==> config.mk <==
export PLATFORM = sky130hd
export DESIGN_NAME = qed_dup_scheduler
export DESIGN_NICKNAME = d
export VERILOG_FILES = /design/src/rtl/qed_dup_scheduler.sv
export SDC_FILE = /design/constraint.sdc
export NUM_CORES = 1
export LEC_CHECK = 0
export ABC_CLOCK_PERIOD_IN_PS = 7780
export CAP_MARGIN = 10
export CELL_PAD_IN_SITES_DETAIL_PLACEMENT = 1
export CELL_PAD_IN_SITES_GLOBAL_PLACEMENT = 1
export CORE_MARGIN = 10
export CORE_UTILIZATION = 32
export CTS_BUF_LIST = sky130_fd_sc_hd__clkbuf_2 sky130_fd_sc_hd__clkbuf_4 sky130_fd_sc_hd__clkbuf_8
export CTS_CLUSTER_DIAMETER = 100
export DETAILED_ROUTE_END_ITERATION = 10
export GPL_ROUTABILITY_DRIVEN = 1
export PLACE_DENSITY_LB_ADDON = 0.1
export SYNTH_ARGS = -nofsm -noshare
export SYNTH_HDL_FRONTEND = slang
export SYNTH_SLANG_ARGS = --single-unit
export TNS_END_PERCENT = 50
==> constraint.sdc <==
create_clock -name clk -period 7.78 [get_ports clk]
set_input_delay 1.167 -clock clk [delete_from_list [all_inputs] [get_ports clk]]
set_output_delay 1.167 -clock clk [all_outputs]
set_load 0.02 [all_outputs]
==> src/rtl/qed_dup_scheduler.sv <==
// -----------------------------------------------------------------------------
// qed_dup_scheduler
//
// Sits between the free formal instruction source and ridecore fetch and
// produces the QED instruction stream. In ORIG mode each valid original
// instruction goes to fetch and its duplicate is queued. In DUP mode the
// queued duplicates are issued in order. DONE tells the checker that every
// duplicate has been issued.
//
// The duplicate uses registers x16..x31. LW/SW duplicates address the upper
// half of dmem.
//
// Ports:
//   clk        clock
//   reset_x    asynchronous active-low reset
//   ena        fetch advancing; state and outputs update only when high
//   exec_dup   request switch to DUP mode (sampled when ena=1)
//   instr_in   original instruction (opcode 7'h7F = NOP)
//   instr_out  registered instruction to fetch
//   vld_out    registered instr_out valid
//   fifo_full  duplicate FIFO holds DEPTH entries
//   qed_ready  registered, sticky; all duplicates have been issued
//
// Optional feature (macro QED_DUP_STATS_EN):
//   orig_cnt / dup_cnt  saturating 16-bit counts of issued originals and
//   issued duplicates.
// -----------------------------------------------------------------------------
module qed_dup_scheduler #(
    parameter int DEPTH   = 8,
    parameter int PTR_W   = 3,
    parameter int MEM_BIT = 30
) (
    input  logic        clk,
    input  logic        reset_x,
    input  logic        ena,
    input  logic        exec_dup,
    input  logic [31:0] instr_in,
    output logic [31:0] instr_out,
    output logic        vld_out,
    output logic        fifo_full,
    output logic        qed_ready
`ifdef QED_DUP_STATS_EN
    ,
    output logic [15:0] orig_cnt,
    output logic [15:0] dup_cnt
`endif
);

    localparam logic [31:0]    NOP_INSTR = 32'h0000_007F;
    localparam logic [PTR_W:0] FULL_CNT  = (PTR_W + 1)'(DEPTH);

    localparam logic [6:0] OP_R  = 7'b0110011;
    localparam logic [6:0] OP_I  = 7'b0010011;
    localparam logic [6:0] OP_LW = 7'b0000011;
    localparam logic [6:0] OP_SW = 7'b0100011;

    typedef enum logic [1:0] {ST_ORIG, ST_DUP, ST_DONE} state_e;

    state_e           state_q, state_d;
    logic [PTR_W-1:0] wr_ptr_q, wr_ptr_d;
    logic [PTR_W-1:0] rd_ptr_q, rd_ptr_d;
    logic [PTR_W:0]   count_q, count_d;
    logic [31:0]      instr_out_q, instr_out_d;
    logic             vld_out_q, vld_out_d;
    logic             qed_ready_q, qed_ready_d;
    logic [31:0]      mem_q [DEPTH];

    logic [31:0]      dup_instr;
    logic             is_valid;
    logic             push;
    logic             pop;

    // Duplicate transform. Setting bit 4 of a register field maps x0..x15 onto
    // x16..x31. Any opcode outside R/I/LW/SW is treated as a NOP.
    // NOTE: every variable written here gets a default first, so no latch is inferred.
    always_comb begin
        dup_instr = instr_in;
        is_valid  = 1'b1;
        case (instr_in[6:0])
            OP_R: begin
                dup_instr[11] = 1'b1;   // rd
                dup_instr[19] = 1'b1;   // rs1
                dup_instr[24] = 1'b1;   // rs2
            end
            OP_I: begin
                dup_instr[11] = 1'b1;
                dup_instr[19] = 1'b1;
            end
            OP_LW: begin
                dup_instr[11]      = 1'b1;
                dup_instr[MEM_BIT] = 1'b1;
            end
            OP_SW: begin
                dup_instr[19]      = 1'b1; // base register only; rs2 keeps its data source
                dup_instr[MEM_BIT] = 1'b1;
            end
            default: is_valid = 1'b0;
        endcase
    end

    assign fifo_full = (count_q == FULL_CNT);
    assign push      = ena && (state_q == ST_ORIG) && is_valid && !fifo_full;
    assign pop       = ena && (state_q == ST_DUP) && (count_q != '0);

    // FSM: state register
    // NOTE: sequential state uses non-blocking assignments only.
    always_ff @(posedge clk or negedge reset_x) begin
        if (!reset_x) state_q <= ST_ORIG;
        else          state_q <= state_d;
    end

    // FSM: next state
    always_comb begin
        state_d = state_q;
        if (ena) begin
            case (state_q)
                ST_ORIG: if (exec_dup) state_d = (count_q != '0 || push) ? ST_DUP : ST_DONE;
                ST_DUP:  if (count_q <= 1) state_d = ST_DONE;
                ST_DONE: state_d = ST_DONE;
                default: state_d = ST_ORIG;
            endcase
        end
    end

    // FSM: output and datapath next values
    always_comb begin
        instr_out_d = instr_out_q;
        vld_out_d   = vld_out_q;
        qed_ready_d = qed_ready_q;
        wr_ptr_d    = wr_ptr_q;
        rd_ptr_d    = rd_ptr_q;
        count_d     = count_q;
        if (ena) begin
            instr_out_d = NOP_INSTR;
            vld_out_d   = 1'b0;
            if (push) begin
                instr_out_d = instr_in;
                vld_out_d   = 1'b1;
                wr_ptr_d    = wr_ptr_q + 1'b1;
                count_d     = count_q + 1'b1;
            end else if (pop) begin
                instr_out_d = mem_q[rd_ptr_q];
                vld_out_d   = 1'b1;
                rd_ptr_d    = rd_ptr_q + 1'b1;
                count_d     = count_q - 1'b1;
            end
            if (state_q == ST_DONE) qed_ready_d = 1'b1;
        end
    end

    always_ff @(posedge clk or negedge reset_x) begin
        if (!reset_x) begin
            instr_out_q <= NOP_INSTR;
            vld_out_q   <= 1'b0;
            qed_ready_q <= 1'b0;
            wr_ptr_q    <= '0;
            rd_ptr_q    <= '0;
            count_q     <= '0;
        end else begin
            instr_out_q <= instr_out_d;
            vld_out_q   <= vld_out_d;
            qed_ready_q <= qed_ready_d;
            wr_ptr_q    <= wr_ptr_d;
            rd_ptr_q    <= rd_ptr_d;
            count_q     <= count_d;
        end
    end

    // NOTE: storage is not reset; clearing count and pointers already discards it.
    always_ff @(posedge clk) begin
        if (push) mem_q[wr_ptr_q] <= dup_instr;
    end

    assign instr_out = instr_out_q;
    assign vld_out   = vld_out_q;
    assign qed_ready = qed_ready_q;

`ifdef QED_DUP_STATS_EN
    logic [15:0] orig_cnt_q, orig_cnt_d;
    logic [15:0] dup_cnt_q, dup_cnt_d;

    always_comb begin
        orig_cnt_d = orig_cnt_q;
        dup_cnt_d  = dup_cnt_q;
        if (push && orig_cnt_q != 16'hFFFF) orig_cnt_d = orig_cnt_q + 16'd1;
        if (pop && dup_cnt_q != 16'hFFFF)   dup_cnt_d  = dup_cnt_q + 16'd1;
    end

    always_ff @(posedge clk or negedge reset_x) begin
        if (!reset_x) begin
            orig_cnt_q <= '0;
            dup_cnt_q  <= '0;
        end else begin
            orig_cnt_q <= orig_cnt_d;
            dup_cnt_q  <= dup_cnt_d;
        end
    end

    assign orig_cnt = orig_cnt_q;
    assign dup_cnt  = dup_cnt_q;
`endif

endmodule

Fig. 1: run 1, pin placement
Pins as bars across the die edge, other pins in grey.
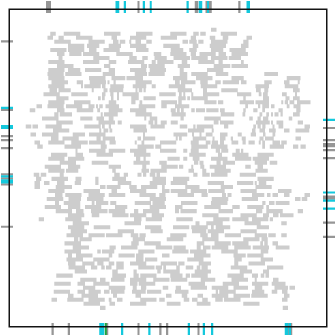
| colour | port | pins | direction | edge |
|---|---|---|---|---|
| cyan | instr_out | 32 | output | 11 top, 11 bottom, 6 left, 4 right |
| green | reset_x | 1 | input | bottom |
all pins by edge: 21 top, 21 bottom, 15 left, 14 right

Fig. 2: run 1, clock distribution
Bar = 50 um.
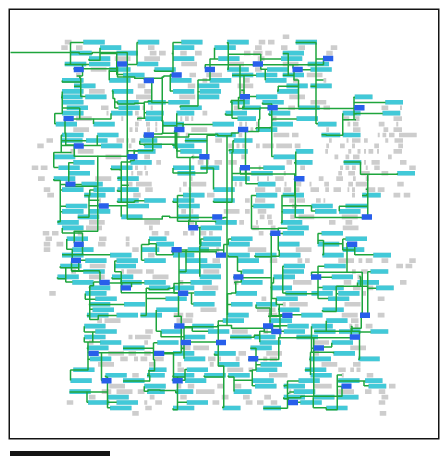
[cyan] flip-flops | count: 302
[blue] cells driving clock nets | count: 52
[green] clock wires | length: 4300 um
routed clock nets: 53

==> impl_metrics.toml, run 1 <==
# flow metrics
[setup_path]
arrival_ns = 3.88
path_buffers = 2
rr_worst_depth = 6
worstPathMaxFanout = 17
crit-reg2reg-capture = "mem_q[4][30]"

[final_timing]
fmax_ghz = 0.274
finalCritPeriodShare_pct = 46.8
hold_viol_final = 0

[pwr]
power_frac_comb_pct = 23.4
pwr-share-seq_pct = 44.8
p_per_area_nw_per_um2 = 314

[yosys]
ys_seq_share_pct = 74.0
simple_gate_share_pct = 3.58
syn_nets = 641
netlist_area_um2 = 12000

[hold_path]
min_to = "qed_ready"

[final_layout]
nNetsFinal = 751
fin_util_pct = 39.1
lay_top_cells = "edfxtp_1 (256), clkdlybuf4s50_1 (69), clkbuf_8 (59)"
layout_top_cell = "edfxtp_1"

[global_route]
grt_usage_pct = 13.7
antenna_found_initial = 0
grt_max_degree = 47

[clocking]
cts_max_level = 2
cts_setup_buffers = 0

[flow_run]
tool_warnings = 31

[status]
outcome = "finished, final reports clean"
Fig. 3: run 1, routed metal, one colour a layer
Bar = 50 um.
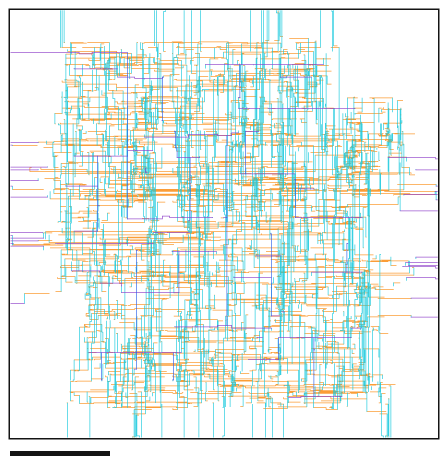
| colour | layer | wire length |
|---|---|---|
| cyan | met2 | 15100 um |
| blue | met4 | 540 um |
| purple | met3 | 1210 um |
| orange | met1 | 13500 um |

-- run 1: power groups by stage --
stage / sequential [mW] / combinational (mW) / clock (mW)
finish: 2.02 / 1.05 / 1.43
global route: 2.04 / 1.14 / 1.56
CTS: 2.03 / 1.08 / 1.49
detailed placement: 2.06 / 1.07 / 0
global placement: 2.06 / 1.06 / 0
floorplan: 1.99 / 0.776 / 0
-- run 1: flip-flops by register name (all words and copies together), names as in the netlist --
register   cells
instr_out     32
mem_q        256
wr_ptr_q       3
vld_out        1
rd_ptr_q       3
state_q        2
qed_ready      1
count_q        4
-- run 1: cell families (layout without fill, tap and decap cells) --
| family | count (synthesis) | after routing |
|---|---|---|
| AND-OR/OR-AND | 60 | 60 |
| multiplexers | 99 | 99 |
| adder cells (fa/ha/maj) | 9 | 9 |
| XOR/XNOR | 5 | 5 |
| AND/OR/NAND/NOR | 79 | 79 |
| flip-flops | 302 | 302 |
| buffers and inverters | 42 | 194 |
-- run 1: through the flow --
step | worst slack (ns) | hold WS [ns] | instances
2_1_floorplan | 1.82 | 0.497 | 596
3_3_place_gp | 2.83 | 0.447 | 1119
3_5_place_dp | 2.64 | 0.478 | 1119
4_1_cts | 3.29 | 0.492 | 1215
5_1_grt | 3.94 | 0.519 | 1216
6_report | 4.14 | 0.479 | 1216
-- run 1: cells in the mapped netlist, drive strengths merged, types with 2 or more instances --
master  number  area, um2
edfxtp     256       7690
mux4        64       1470
dfrtp       39        976
mux2        27        304
clkbuf      20       75.1
and3        18        113
a221o       17        170
buf         15        115
nor2        15       56.3
nand2       14       52.6
a21oi       12       60.1
ha           9        113
nand3        9       45.0
a31oi        8       50.1
mux2i        8       80.1
dfstp        7        184
inv          7       26.3
nor3         6       35.0
o21ai        5       25.0
xnor2        4       35.0
nor3b        3       22.5
o21bai       3       22.5
o22ai        3       18.8
a32oi        2       17.5
and3b        2       17.5
nand2b       2       12.5
nor4b        2       17.5
o211a        2       20.0
o31ai        2       15.0
-- run 1: worst max-delay path by stage --
stage | startpoint | endpoint | slack, ns
finish | instr_in[1] | mem_q[4][30] | 4.14
global route | instr_in[6] | mem_q[4][30] | 3.94
CTS | ena | rd_ptr_q[1] | 3.29
detailed placement | ena | rd_ptr_q[1] | 2.64
global placement | ena | rd_ptr_q[1] | 2.83
floorplan | instr_in[6] | mem_q[4][0] | 1.82
-- run 1: routing by layer --
| layer | vias up | global-route usage [%] | wire, um |
|---|---|---|---|
| li1 | 2686 | - | - |
| met1 | 3344 | 17.3 | 13500 |
| met2 | 110 | 23.2 | 15100 |
| met3 | 39 | 2.92 | 1210 |
| met4 | 0 | 3.89 | 540 |
| met5 | - | 0 | 0 |
-- run 1: worst register-to-register path, delay by kind of cell, from the launching register on --
| family | cells | cell delay [ns] |
|---|---|---|
| flip-flops | 1 | 0.47 |
| adder cells (fa/ha/maj) | 1 | 0.27 |
| AND/OR/NAND/NOR | 3 | 1.53 |
| buffers and inverters | 2 | 0.48 |
-- run 1: final cells by class --
cell class	count	area, um2	share of cell area (%)
repair buffers	91	871	6.07
well taps	468	586	4.08
inverters	7	26.3	0.183
clock inverters	15	73.8	0.515
multi-input cells	252	2950	20.6
flip-flops and latches	302	8850	61.8
clock buffers	81	977	6.82
Fig. 4: run 1, sequential cells coloured by netlist name
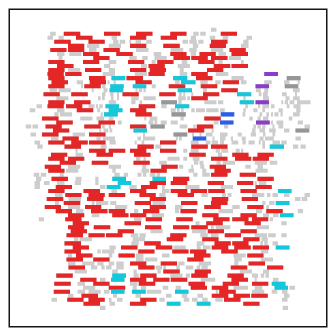

==> run 2, diff against run 1 <==
--- a/config.mk
+++ b/config.mk
@@ -5,7 +5,7 @@
 export SDC_FILE = /design/constraint.sdc
 export NUM_CORES = 1
 export LEC_CHECK = 0
-export ABC_CLOCK_PERIOD_IN_PS = 7780
+export ABC_CLOCK_PERIOD_IN_PS = 3200
 export CAP_MARGIN = 10
 export CELL_PAD_IN_SITES_DETAIL_PLACEMENT = 1
 export CELL_PAD_IN_SITES_GLOBAL_PLACEMENT = 1
==> constraint.sdc (replaced) <==
create_clock -name clk -period 3.2 [get_ports clk]
set_input_delay 0.48 -clock clk [delete_from_list [all_inputs] [get_ports clk]]
set_output_delay 0.48 -clock clk [all_outputs]
set_load 0.02 [all_outputs]
Fig. 5: run 2, sequential cells coloured by netlist name
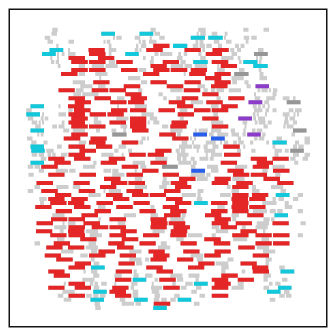
| colour | signal | sequential cells |
|---|---|---|
| red | mem_q | 256 |
| blue | wr_ptr_q | 3 |
| cyan | instr_out | 32 |
| purple | count_q | 4 |

==> run 2 against run 1 <==
Clock power is 140% higher. Cell area increased by 1.7%. Combinational power grew to 2.7 times the previous value. Utilization grew 0.68 points.
==> impl_metrics.toml, run 2 <==
# flow metrics
[yosys]
syn_nets = 641
top_area_cell = "edfxtp_1"
most_common_cell = "edfxtp_1"
top_area_share_pct = 64.3
netlist_area_um2 = 12000
synthTopCellsByCount = "edfxtp_1 (256), mux4_2 (57), dfrtp_1 (39), mux2_2 (25), clkbuf_1 (20)"
top_cells_by_area = "edfxtp_1 (64%), mux4_2 (11%), dfrtp_1 (8.2%)"

[clocking]
cts_max_level = 2
cts_setup_buffers = 0
clock_latency_ns = 0.61

[global_route]
grt_max_degree = 37
antenna_found_initial = 0
first_global_vias = 7161

[final_layout]
lay_top_cells = "edfxtp_1 (256), clkdlybuf4s50_1 (69), mux4_2 (57)"
largest_reg_flops = 256
layout_top_cell = "edfxtp_1"
nNetsFinal = 772
fin_cells = 1237
regMostFlops = "mem_q"

[setup_path]
start_kind = "flip-flop"
worstPathMaxFanout = 6
arrival_ns = 2.29
path_buffers = 2

[pwr]
p_per_area_nw_per_um2 = 756
pwr-share-seq_pct = 43.4
power_frac_comb_pct = 25.5

[final_timing]
fmax_ghz = 0.361
layout_setup_ws_ns = 0.434
hold_viol_final = 0
finalCritPeriodShare_pct = 86.4

[status]
outcome = "finished, final reports clean"

[flow_run]
tool_warnings = 32

[place]
dp_slack_ns = 0.287
place_inst = 1139
[run 2: what timing repair did]
action	CTS	global route
hold buffers	1	0
endpoints found under the hold margin	12	0
resized	0	0
[run 2: power groups by stage]
stage | logic [mW] | clock network [mW] | registers, mW
floorplan | 1.89 | 0 | 4.85
global placement | 2.85 | 0 | 4.85
detailed placement | 2.88 | 0 | 4.87
CTS | 2.89 | 3.59 | 4.79
global route | 3.05 | 3.78 | 4.82
finish | 2.81 | 3.43 | 4.78
[run 2: final cells by class]
cell class | instances | area [um2]
inverter | 7 | 26.3
sequential | 302 | 8850
clock inverter | 21 | 115
tap | 468 | 586
clock buffer | 76 | 902
multi-input combinational | 252 | 3000
fill | 3532 | 22100
timing repair buffer | 111 | 1110
[run 2: path summary, 6_finish.rpt]
check,end,cells past startpoint,from
max,fifo_full,4,count_q[1]
min,vld_out,2,reset_x
max reg2reg,mem_q[4][11],6,state_q[0]
min reg2reg,qed_ready,1,qed_ready
max in group asynchronous,rd_ptr_q[1],3,reset_x
min in group clk,qed_ready,1,qed_ready
[run 2: layer usage]
metal | track usage (%) | share of wire (%) | routed length (um)
met1 | 17.5 | 44 | 13700
met2 | 23.0 | 49 | 15100
met3 | 3.04 | 4.2 | 1290
met4 | 4.84 | 2.2 | 682
met5 | 0 | 0 | 0
[run 2: cells by family after synthesis]
group | after synthesis | synth area share, %
AND-OR/OR-AND | 60 | 3.77
buffers and inverters | 42 | 1.81
XOR/XNOR | 5 | 0.366
flip-flops | 302 | 74.0
adder cells (fa/ha/maj) | 9 | 0.942
multiplexers | 99 | 15.5
AND/OR/NAND/NOR | 79 | 3.58
[run 2: per-stage QoR]
step	TNS, ns	util [%]	cell area [um2]
after CTS	0	39.8	14600
after global placement	0	37.0	13600
final	0	39.8	14600
after detailed placement	0	37.0	13600
after global routing	0	39.8	14600
after floorplan	-35.40	-	12000
Power is estimated from default activity; no workload was simulated.
